==> src/rtl/chan_mux_n_if.sv <==
// Channel bundle for chan_mux_n: N input channels, the select token and the buffered output.
interface chan_mux_n_if #(
    parameter int unsigned WIDTH = 11,
    parameter int unsigned N     = 4,
    parameter int unsigned SEL_W = 2
);
    logic [N*WIDTH-1:0] in_data;
    logic [N-1:0]       in_valid;
    logic [N-1:0]       in_ready;
    logic [SEL_W-1:0]   sel_data;
    logic               sel_valid;
    logic               sel_ready;
    logic [WIDTH-1:0]   out_data;
    logic [SEL_W-1:0]   out_src;
    logic               out_valid;
    logic               out_ready;
    logic               err_sel;

    modport master (
        output in_data, in_valid, sel_data, sel_valid, out_ready,
        input  in_ready, sel_ready, out_data, out_src, out_valid, err_sel
    );

    modport slave (
        input  in_data, in_valid, sel_data, sel_valid, out_ready,
        output in_ready, sel_ready, out_data, out_src, out_valid, err_sel
    );
endinterface

==> src/rtl/chan_mux_n.sv <==
// N-way channel multiplexer with a 2-entry {src, data} output buffer.
// MODE 0: a select token routes one word from the chosen input.
// MODE 1: round-robin arbitration across valid inputs; select channel ignored.
module chan_mux_n #(
    parameter int unsigned WIDTH = 11,
    parameter int unsigned N     = 4,
    parameter int unsigned SEL_W = 2,
    parameter int unsigned MODE  = 0
) (
    input logic         clk,
    input logic         rst_n,
    chan_mux_n_if.slave bus
);
    logic [WIDTH-1:0] data_q [2];
    logic [SEL_W-1:0] src_q  [2];
    logic             rd_ptr_q, wr_ptr_q;
    logic [1:0]       count_q, count_d;
    logic [SEL_W-1:0] rr_ptr_q, rr_ptr_d;
    logic             err_q;

    logic             space, push, pop, drop;
    logic [SEL_W-1:0] push_src;
    logic [WIDTH-1:0] push_data;
    logic [N-1:0]     in_ready;
    logic             sel_ready;

    logic             sel_in_range, sel_in_valid;
    logic [WIDTH-1:0] sel_in_data;
    logic             rr_found;
    logic [SEL_W-1:0] rr_grant;
    logic [WIDTH-1:0] rr_data;
    int unsigned      rr_best, rr_dist;

    // Decode the select token; an index matching no channel is out of range.
    always_comb begin
        sel_in_range = 1'b0;
        sel_in_valid = 1'b0;
        sel_in_data  = '0;
        for (int unsigned i = 0; i < N; i++) begin
            if (bus.sel_data == SEL_W'(i)) begin
                sel_in_range = 1'b1;
                sel_in_valid = bus.in_valid[i];
                sel_in_data  = bus.in_data[i*WIDTH +: WIDTH];
            end
        end
    end

    // Round-robin grant: valid channel with the smallest distance from rr_ptr.
    always_comb begin
        rr_found = 1'b0;
        rr_grant = '0;
        rr_data  = '0;
        rr_best  = N;
        rr_dist  = 0;
        for (int unsigned i = 0; i < N; i++) begin
            // rr_ptr_q < N always, so this never underflows
            rr_dist = (i + N - 32'(rr_ptr_q)) % N;
            if (bus.in_valid[i] && rr_dist < rr_best) begin
                rr_best  = rr_dist;
                rr_found = 1'b1;
                rr_grant = SEL_W'(i);
                rr_data  = bus.in_data[i*WIDTH +: WIDTH];
            end
        end
    end

    // Accept/drop decision, readies, buffer occupancy and arbiter pointer update.
    always_comb begin
        space     = (count_q != 2'd2);
        push      = 1'b0;
        drop      = 1'b0;
        push_src  = '0;
        push_data = '0;
        sel_ready = 1'b0;
        in_ready  = '0;
        rr_ptr_d  = rr_ptr_q;
        // readies are forced low while reset is held
        if (rst_n) begin
            if (MODE == 0) begin
                if (bus.sel_valid && !sel_in_range) begin
                    sel_ready = 1'b1;
                    drop      = 1'b1;
                end else if (bus.sel_valid && sel_in_valid && space) begin
                    sel_ready = 1'b1;
                    push      = 1'b1;
                    push_src  = bus.sel_data;
                    push_data = sel_in_data;
                end
            end else if (rr_found && space) begin
                push      = 1'b1;
                push_src  = rr_grant;
                push_data = rr_data;
                rr_ptr_d  = SEL_W'((32'(rr_grant) + 1) % N);
            end
        end
        for (int unsigned i = 0; i < N; i++) begin
            in_ready[i] = push && (push_src == SEL_W'(i));
        end
        pop     = (count_q != 2'd0) && bus.out_ready;
        count_d = count_q + {1'b0, push} - {1'b0, pop};
    end

    // Buffer storage, pointers, arbiter state and the bad-select pulse.
    always_ff @(posedge clk or negedge rst_n) begin
        if (!rst_n) begin
            data_q[0] <= '0;
            data_q[1] <= '0;
            src_q[0]  <= '0;
            src_q[1]  <= '0;
            rd_ptr_q  <= 1'b0;
            wr_ptr_q  <= 1'b0;
            count_q   <= 2'd0;
            rr_ptr_q  <= '0;
            err_q     <= 1'b0;
        end else begin
            if (push) begin
                data_q[wr_ptr_q] <= push_data;
                src_q[wr_ptr_q]  <= push_src;
                wr_ptr_q         <= ~wr_ptr_q;
            end
            if (pop) begin
                rd_ptr_q <= ~rd_ptr_q;
            end
            count_q  <= count_d;
            rr_ptr_q <= rr_ptr_d;
            err_q    <= drop;
        end
    end

    assign bus.in_ready  = in_ready;
    assign bus.sel_ready = sel_ready;
    assign bus.out_data  = data_q[rd_ptr_q];
    assign bus.out_src   = src_q[rd_ptr_q];
    assign bus.out_valid = (count_q != 2'd0);
    assign bus.err_sel   = err_q;
endmodule

==> src/flat_wrapper.sv <==
// flat-port wrapper written by rule: the top's interface ports become plain ports
module chan_mux_n_flat 
#(
    parameter int unsigned WIDTH = 11,
    parameter int unsigned N     = 4,
    parameter int unsigned SEL_W = 2,
    parameter int unsigned MODE  = 0
)
  (clk, rst_n, bus_in_data, bus_in_valid, bus_sel_data, bus_sel_valid, bus_out_ready, bus_in_ready, bus_sel_ready, bus_out_data, bus_out_src, bus_out_valid, bus_err_sel);
  chan_mux_n_if #(.WIDTH(WIDTH), .N(N), .SEL_W(SEL_W)) bus_i ();
  input logic clk;
  input logic rst_n;
  input wire logic [$bits(bus_i.in_data)-1:0] bus_in_data;
  input wire logic [$bits(bus_i.in_valid)-1:0] bus_in_valid;
  input wire logic [$bits(bus_i.sel_data)-1:0] bus_sel_data;
  input wire logic [$bits(bus_i.sel_valid)-1:0] bus_sel_valid;
  input wire logic [$bits(bus_i.out_ready)-1:0] bus_out_ready;
  output wire logic [$bits(bus_i.in_ready)-1:0] bus_in_ready;
  output wire logic [$bits(bus_i.sel_ready)-1:0] bus_sel_ready;
  output wire logic [$bits(bus_i.out_data)-1:0] bus_out_data;
  output wire logic [$bits(bus_i.out_src)-1:0] bus_out_src;
  output wire logic [$bits(bus_i.out_valid)-1:0] bus_out_valid;
  output wire logic [$bits(bus_i.err_sel)-1:0] bus_err_sel;
  assign bus_i.in_data = bus_in_data;
  assign bus_i.in_valid = bus_in_valid;
  assign bus_i.sel_data = bus_sel_data;
  assign bus_i.sel_valid = bus_sel_valid;
  assign bus_i.out_ready = bus_out_ready;
  assign bus_in_ready = bus_i.in_ready;
  assign bus_sel_ready = bus_i.sel_ready;
  assign bus_out_data = bus_i.out_data;
  assign bus_out_src = bus_i.out_src;
  assign bus_out_valid = bus_i.out_valid;
  assign bus_err_sel = bus_i.err_sel;
  chan_mux_n #(.WIDTH(WIDTH), .N(N), .SEL_W(SEL_W), .MODE(MODE)) u_core (.clk(clk), .rst_n(rst_n), .bus(bus_i));
endmodule
==> config.mk <==
export PLATFORM = sky130hd
export DESIGN_NAME = chan_mux_n_flat
export DESIGN_NICKNAME = d
export VERILOG_FILES = /design/src/rtl/chan_mux_n_if.sv /design/src/rtl/chan_mux_n.sv /design/src/flat_wrapper.sv
export SDC_FILE = /design/constraint.sdc
export NUM_CORES = 1
export LEC_CHECK = 0
export CAP_MARGIN = 5
export CORE_ASPECT_RATIO = 1.1
export CORE_MARGIN = 1.5
export CORE_UTILIZATION = 65
export DETAILED_ROUTE_END_ITERATION = 10
export DONT_BUFFER_PORTS = 1
export PLACE_DENSITY = 0.93
export SYNTH_ARGS = -nofsm -noshare
export SYNTH_HDL_FRONTEND = slang
export SYNTH_SLANG_ARGS = --single-unit
==> constraint.sdc <==
create_clock -name clk -period 4.5 [get_ports clk]
set_input_delay 0.9 -clock clk [delete_from_list [all_inputs] [get_ports clk]]
set_output_delay 0.9 -clock clk [all_outputs]
set_load 0.05 [all_outputs]
Figure 1. Signal wires by layer (run 1).
Scale: 6 px per um. Only two layers are drawn.
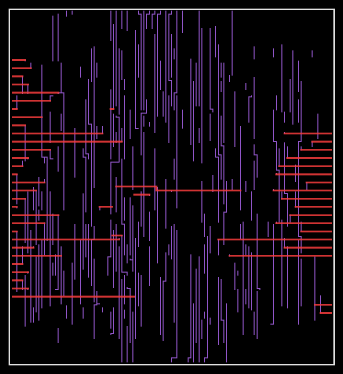
red -> M3  # wire length 323 um
purple -> M2  # wire length 1800 um

Figure 2. Layout detail (run 1).
Region (12, 14) to (42, 44) um. Cells in grey, sequential cells in the stronger grey; small squares are vias.
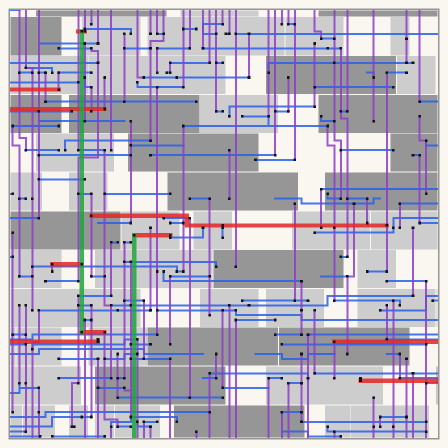
purple -> M2
red -> M3
blue -> M1
green -> M4
netlist names of flops here include = u_core.data_q (8), u_core.src_q (3)
most frequent = dfrtp_1 (12), mux2_2 (9), mux2_4 (8)
cells with their middle in the window = 46
sequential cells in the window = 12

Figure 3. Wire density map (run 1).
Scale: 4 px per um. The die is cut into 11 by 12 equal tiles; dark purple is low, yellow is high, scaled to the fullest tile. Values are wire area over tile area, all layers added.
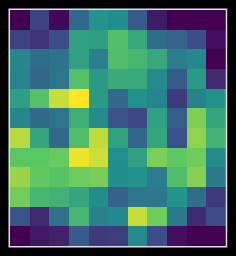
tiles over half the peak = 44%
densest ninth of the die = middle left
nearly empty tiles = 6.8%

Figure 4. Gate-type map (run 1).
Scale: 6 px per um.
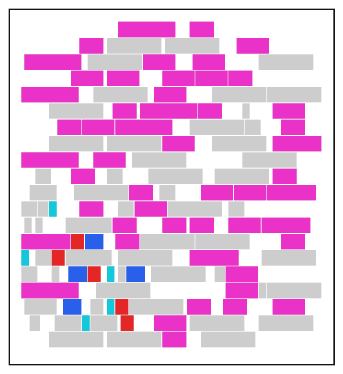
blue -> xor and xnor cells  # cells 4, where lower left
red -> and/or cells  # cells 5, where lower left
cyan -> inv cells  # cells 5, where lower left
magenta -> mux cells  # cells 51, where widely spread
Commonest Layout Cell: dfrtp_1
Layout Cells excl Fill: 154
fraction of area in multi-input gates: 52.28%

==> run 1: state kept, by name, summed over array words and instances (netlist names) <==
signal,count
u_core.rd_ptr_q,1
u_core.data_q,22
u_core.wr_ptr_q,1
u_core.src_q,4
u_core.count_q,2
u_core.bus.err_sel,1
==> run 1: routing by layer <==
metal	vias up	GRT usage [%]	wire length (um)
li1	439	-	-
met1	515	25.30	1170
met2	54	41.11	1802
met3	5	7.828	323
met4	0	8.791	38
met5	-	0	0
==> run 1: worst paths after layout <==
kind | endpoint | slack, ns | start | cells after the start
max | bus_in_ready[0] | 1.72 | rst_n | 4
min | u_core.data_q[20]$_DFFE_PN0P_ | 0.28 | rst_n | 0
max reg2reg | u_core.count_q[1]$_DFF_PN0_ | 2.47 | u_core.count_q[1]$_DFF_PN0_ | 7
min reg2reg | u_core.src_q[0]$_DFFE_PN0P_ | 0.52 | u_core.src_q[0]$_DFFE_PN0P_ | 1
max in group asynchronous | u_core.data_q[3]$_DFFE_PN0P_ | 4.15 | rst_n | 0
min in group clk | u_core.src_q[0]$_DFFE_PN0P_ | 0.52 | u_core.src_q[0]$_DFFE_PN0P_ | 1
==> run 1: cell families after synthesis <==
logic type	after synthesis	share of synthesized area (%)
xor+xnor	4	1.891
fa+ha+maj	2	1.350
buf+inv	12	4.659
flops	31	41.86
mux	51	43.75
other cells	1	0.2024
simple gates	15	6.280
==> run 1: final cells by class <==
cell class / instances / area (um2) / area share, %
clock buffer: 7 / 45.04 / 2.347
clock inverter: 1 / 5.005 / 0.2608
inverter: 5 / 18.77 / 0.9778
multi-input combinational: 73 / 1003 / 52.28
sequential: 31 / 775.7 / 40.42
tap: 33 / 41.29 / 2.151
timing repair buffer: 4 / 30.03 / 1.565
==> impl_metrics.json, run 1 <==
{
  "status": "complete, no violations",
  "power.leakage_nw": 0.8939,
  "grt-ovfl-total": 0,
  "ys_cells": 116,
  "drv_cap": 0,
  "drt-total-wl_um": 3334,
  "pre_cts_ws_ns": 1.717,
  "cts_tree": "done",
  "yosysWarnings": 0,
  "hold_viol_final": 0,
  "clkPwrFrac_pct": 10.3,
  "clock_skew_ns": 0.003213,
  "pg_comb_w": 0.000759,
  "critPathMaxStageDelay_ns": 0.29,
  "htreeDepth": 2,
  "crit_fanout": 32,
  "critPathBufInv": 1,
  "swShare_pct": 46.63,
  "port-buffer-count": 0,
  "crit_required_ns": 3.60,
  "path_clk_slew_ns": 0.09,
  "common_cells": "dfrtp_1 (31), mux2_4 (20), mux2_2 (19)",
  "synth_top_cell_by_count": "dfrtp_1",
  "synth_cell_type_count": 24,
  "p_switching_w": 0.0006658,
  "setup_tns_ns": 0,
  "cts-resized-gates": 0,
  "post_dp_cell_area_um2": 1869,
  "dieArea_um2": 3181,
  "crit_slowest_cell": "nor4b_2",
  "syn_area_per_cell_um2": 15.97,
  "clock-sinks": 31,
  "dr.pass1.iters": 3,
  "start_kind": "input port",
  "async_flop_share_pct": 100.0,
  "vias": 1013,
  "rsz0062_at_grt": "no",
  "die_h_um": 59,
  "drc": 0,
  "fin_crit_sh_pct": 61.75,
  "cts_root_buf": "clkbuf_4",
  "floorplan.nets": 172,
  "fmax_ghz": 0.3599,
  "ant_nets": 0,
  "top_cells_by_area": "dfrtp_1 (42%), mux2_4 (16%), mux2_2 (12%)",
  "numSynthFlops": 31,
  "tightest_slew_ns": 0.6729,
  "grt_usage_pct": 23.32,
  "drive_above_1_share_pct": 48.76,
  "critPathTopFamily": "simple AND/OR/NAND/NOR gates",
  "warnings": 26,
  "cts_buffers": 5,
  "holdWs_ns": 0.2761,
  "power_w": 0.001428,
  "antenna_found_initial": 0,
  "netlist.area_leader.share_pct": 41.86,
  "relSlewSlack_pct": 55.14,
  "antenna-diode-count": 0,
  "setup_ws_ns": 1.721,
  "post_cts_buffers": 0,
  "cts_buffer_depth": 2,
  "grt_pass1_wl_um": 5209,
  "placed_cells": 146,
  "comb_power_share_pct": 53.1,
  "io-pin-count": 74,
  "edf_count": 0,
  "fin_crit_ns": 2.779,
  "routedWlPerCell_um": 21.65,
  "synth_cells": 116,
  "pg_seq_w": 0.000523,
  "vias_per_cell": 6.578,
  "layout_top_cells": "dfrtp_1 (31), mux2_4 (20), mux2_2 (19)",
  "yosysTopAreaCell": "dfrtp_1",
  "cp-end-kind": "output pin",
  "rows": 20,
  "grt_pass1_vias": 1134,
  "arrival_ns": 1.88,
  "critPathKind": "input port to output pin",
  "grt_max_degree": 33,
  "fp.dieW_um": 53.91,
  "slew_viol_final": 0,
  "p_clk_w": 0.000147,
  "yosys_most_used_dff": "dfrtp_1",
  "ctsHoldBuffers": 0,
  "power_density_nw_per_um2": 744.0,
  "yosys-stat-area_um2": 1853,
  "cp_cell_sequence": "and2_1 -> nand2_1 -> nor4b_2 -> buf_4",
  "nNetsFinal": 176,
  "intPower_w": 0.0007621,
  "gp_congestion": 0.8215,
  "setup_viol": 0,
  "top_power_group": "combinational logic",
  "seqPwrFrac_pct": 36.6,
  "vdd_drop_max_uv": 452.0,
  "fin_area_um2": 1919,
  "utilization_pct": 70.37,
  "fillers": 181,
  "dp_hpwl_um": 2497,
  "syn_area_um2": 1853,
  "hold_path.class": "input port to async pin",
  "core_area_um2": 2728,
  "ys_seq_share_pct": 41.86,
  "worstSkewPairLatency_ns": 0.30,
  "fp_util_pct": 67.94,
  "area_delta_synth_final_pct": 3.579,
  "drt_iter0_markers": 16
}
Figure 5. Cell placement (run 1).
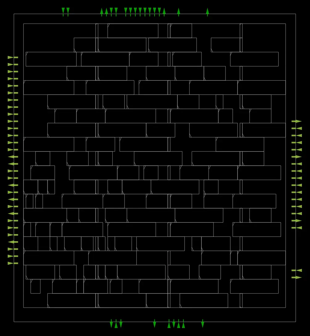

## Run 2: what changed since run 1
--- a/config.mk
+++ b/config.mk
@@ -8,10 +8,10 @@
 export CAP_MARGIN = 5
 export CORE_ASPECT_RATIO = 1.1
 export CORE_MARGIN = 1.5
-export CORE_UTILIZATION = 65
+export CORE_UTILIZATION = 56
 export DETAILED_ROUTE_END_ITERATION = 10
 export DONT_BUFFER_PORTS = 1
-export PLACE_DENSITY = 0.93
+export PLACE_DENSITY = 0.86
 export SYNTH_ARGS = -nofsm -noshare
 export SYNTH_HDL_FRONTEND = slang
 export SYNTH_SLANG_ARGS = --single-unit
==> constraint.sdc (replaced) <==
create_clock -name clk -period 2.43 [get_ports clk]
set_input_delay 0.486 -clock clk [delete_from_list [all_inputs] [get_ports clk]]
set_output_delay 0.486 -clock clk [all_outputs]
set_load 0.05 [all_outputs]
Figure 6. Cell placement (run 2).
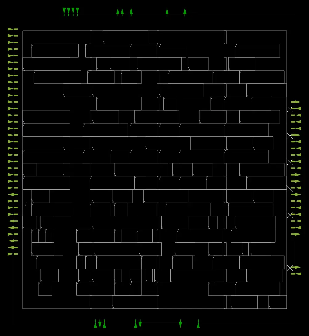
Rows: 21
fill count: 234

==> impl_metrics.json, run 2 <==
{
  "fp_util_pct": 59.77,
  "power_density_nw_per_um2": 1411,
  "largest_reg_flops": 22,
  "synth_cells": 116,
  "dr.pass1.iters": 9,
  "grt_pass1_wl_um": 5616,
  "drv_cap": 0,
  "flop_area_um2": 775.7,
  "slew_viol_final": 0,
  "floorplan.nets": 172,
  "cts_buffers": 5,
  "numSynthFlops": 31,
  "grt_pass1_vias": 1181,
  "netlist.area_leader.share_pct": 41.86,
  "reg2reg_depth": 7,
  "vias_per_cell": 6.529,
  "start_kind": "flip-flop",
  "vdd_drop_max_uv": 542.2,
  "vias": 1025,
  "clock_skew_ns": 0.006763,
  "cts_tree": "done",
  "antenna-diode-count": 0,
  "hold_path.class": "input port to flip-flop",
  "min-delay-start": "bus_sel_data[0]",
  "fin_crit_ns": 2.233,
  "htreeDepth": 2,
  "holdPathStages": 1,
  "ctsHoldBuffers": 2,
  "fmax_ghz": 0.4478,
  "reg2reg_slack_ns": 0.39,
  "yosysTopAreaCell": "dfrtp_1",
  "setup_viol": 0,
  "cts_root_buf": "clkbuf_4",
  "syn_area_um2": 1853,
  "cp-end-kind": "output pin",
  "reg.largest.list": "u_core.data_q x22, u_core.src_q x4, u_core.count_q x2",
  "drt-total-wl_um": 3486,
  "placed_cells": 147,
  "grt_max_degree": 32,
  "critPathKind": "flip-flop to output pin",
  "startpoint": "u_core.count_q[1]$_DFF_PN0_",
  "layout_top_cells": "dfrtp_1 (31), mux2_4 (20), mux2_2 (19)",
  "io-pin-count": 74,
  "post_cts_buffers": 0,
  "synth_top_cell_by_count": "dfrtp_1",
  "core_area_um2": 3100,
  "r2r_end": "u_core.count_q[1]$_DFF_PN0_",
  "yosys-stat-area_um2": 1853,
  "arrival_ns": 1.75,
  "common_cells": "dfrtp_1 (31), mux2_4 (20), mux2_2 (19)",
  "drt_iter0_markers": 29,
  "nNetsFinal": 178,
  "grt-ovfl-total": 0,
  "relSlewSlack_pct": 57.16,
  "drive_above_1_share_pct": 52.03,
  "clock-sinks": 31,
  "power.leakage_nw": 0.9276,
  "die_h_um": 63.33,
  "ys_cells": 116,
  "grt_usage_pct": 21.29,
  "antenna_found_initial": 0,
  "ys_seq_share_pct": 41.86,
  "fin_area_um2": 1997,
  "syn_area_per_cell_um2": 15.97,
  "holdWs_ns": 0.2996,
  "rsz0062_at_grt": "no",
  "fin_cells": 157,
  "gp_congestion": 0.7492,
  "comb_area_um2": 1013,
  "cts-resized-gates": 0,
  "cts_buffer_depth": 2,
  "worstSkewPairLatency_ns": 0.33,
  "status": "finished with violations",
  "critPathCapture": "bus_in_ready[0]",
  "synth_cell_type_count": 24,
  "lay_top_count": "dfrtp_1",
  "async_flop_share_pct": 100.0,
  "port-buffer-count": 0,
  "regMostFlops": "u_core.data_q",
  "yosys_most_used_dff": "dfrtp_1",
  "crit_fanout": 5,
  "fin_crit_sh_pct": 91.91,
  "post_dp_cell_area_um2": 1881,
  "yosysWarnings": 0,
  "hold_viol_final": 0,
  "path_clk_slew_ns": 0.10,
  "r2r_start": "u_core.count_q[1]$_DFF_PN0_",
  "warnings": 27,
  "edf_count": 0,
  "drc": 6,
  "routedWlPerCell_um": 22.20,
  "violations": "DRC",
  "fp.dieW_um": 57.85,
  "dp_hpwl_um": 2557,
  "area_delta_synth_final_pct": 7.765,
  "top_cells_by_area": "dfrtp_1 (42%), mux2_4 (16%), mux2_2 (12%)",
  "crit_required_ns": 1.94,
  "ant_nets": 0,
  "dieArea_um2": 3663,
  "tightest_slew_ns": 0.6426,
  "hold_end": "u_core.src_q[2]$_DFFE_PN0P_"
}
-- run 2: cell counts after synthesis --
Identical to the previous run, type by type.
-- run 2: critical path, cell delays in order, from the launching register on --
cell and delay (ns):
dfrtp_1 0.42, nand2b_1 0.25, nand2_1 0.22, nor4b_2 0.29, buf_4 0.24
-- run 2: final cells by class --
type	instances	share of cell area [%]
clock buffers	6	2.569
clock inverters	2	1.754
inverters	5	0.9398
multi-input cells	73	50.75
flip-flops and latches	31	38.85
well taps	34	2.130
repair buffers	6	3.008
-- run 2: report_power, final --
part	switching (W)	internal (W)
clock network	0.000178	0.000243
logic	0.000896	0.000538
registers	0.000195	0.000767
-- run 2: stage by stage --
step	setup slack [ns]	total power (W)	utilization, %	TNS [ns]
global route	0.05244	0.002945	64.41	0
finish	0.1966	0.002818	64.41	0
CTS	0.1606	0.002841	64.41	0
floorplan	-0.1292	0.002257	-	-0.1292
detailed placement	0.4078	0.002400	60.65	0
global placement	0.5049	0.002332	60.65	0
-- run 2: kinds of logic after synthesis --
group	count (synthesis)	synth area share, %
buf+inv	12	4.659
mux	51	43.75
other cells	1	0.2024
xor+xnor	4	1.891
simple gates	15	6.280
flops	31	41.86
fa+ha+maj	2	1.350
-- run 2: metal layers --
layer  wire length (um)  vias to the layer above  part of all wire (%)  global-route usage (%)
li1                   -                      450                     -                       -
met5                  0                        -                     0                       0
met4                 73                        0                   2.1                   9.593
met3                331                        5                   9.5                   5.339
met2               1761                       65                    51                   37.07
met1               1320                      505                    38                   24.04
No activity file was given, so power comes from the tool's default toggle rates.
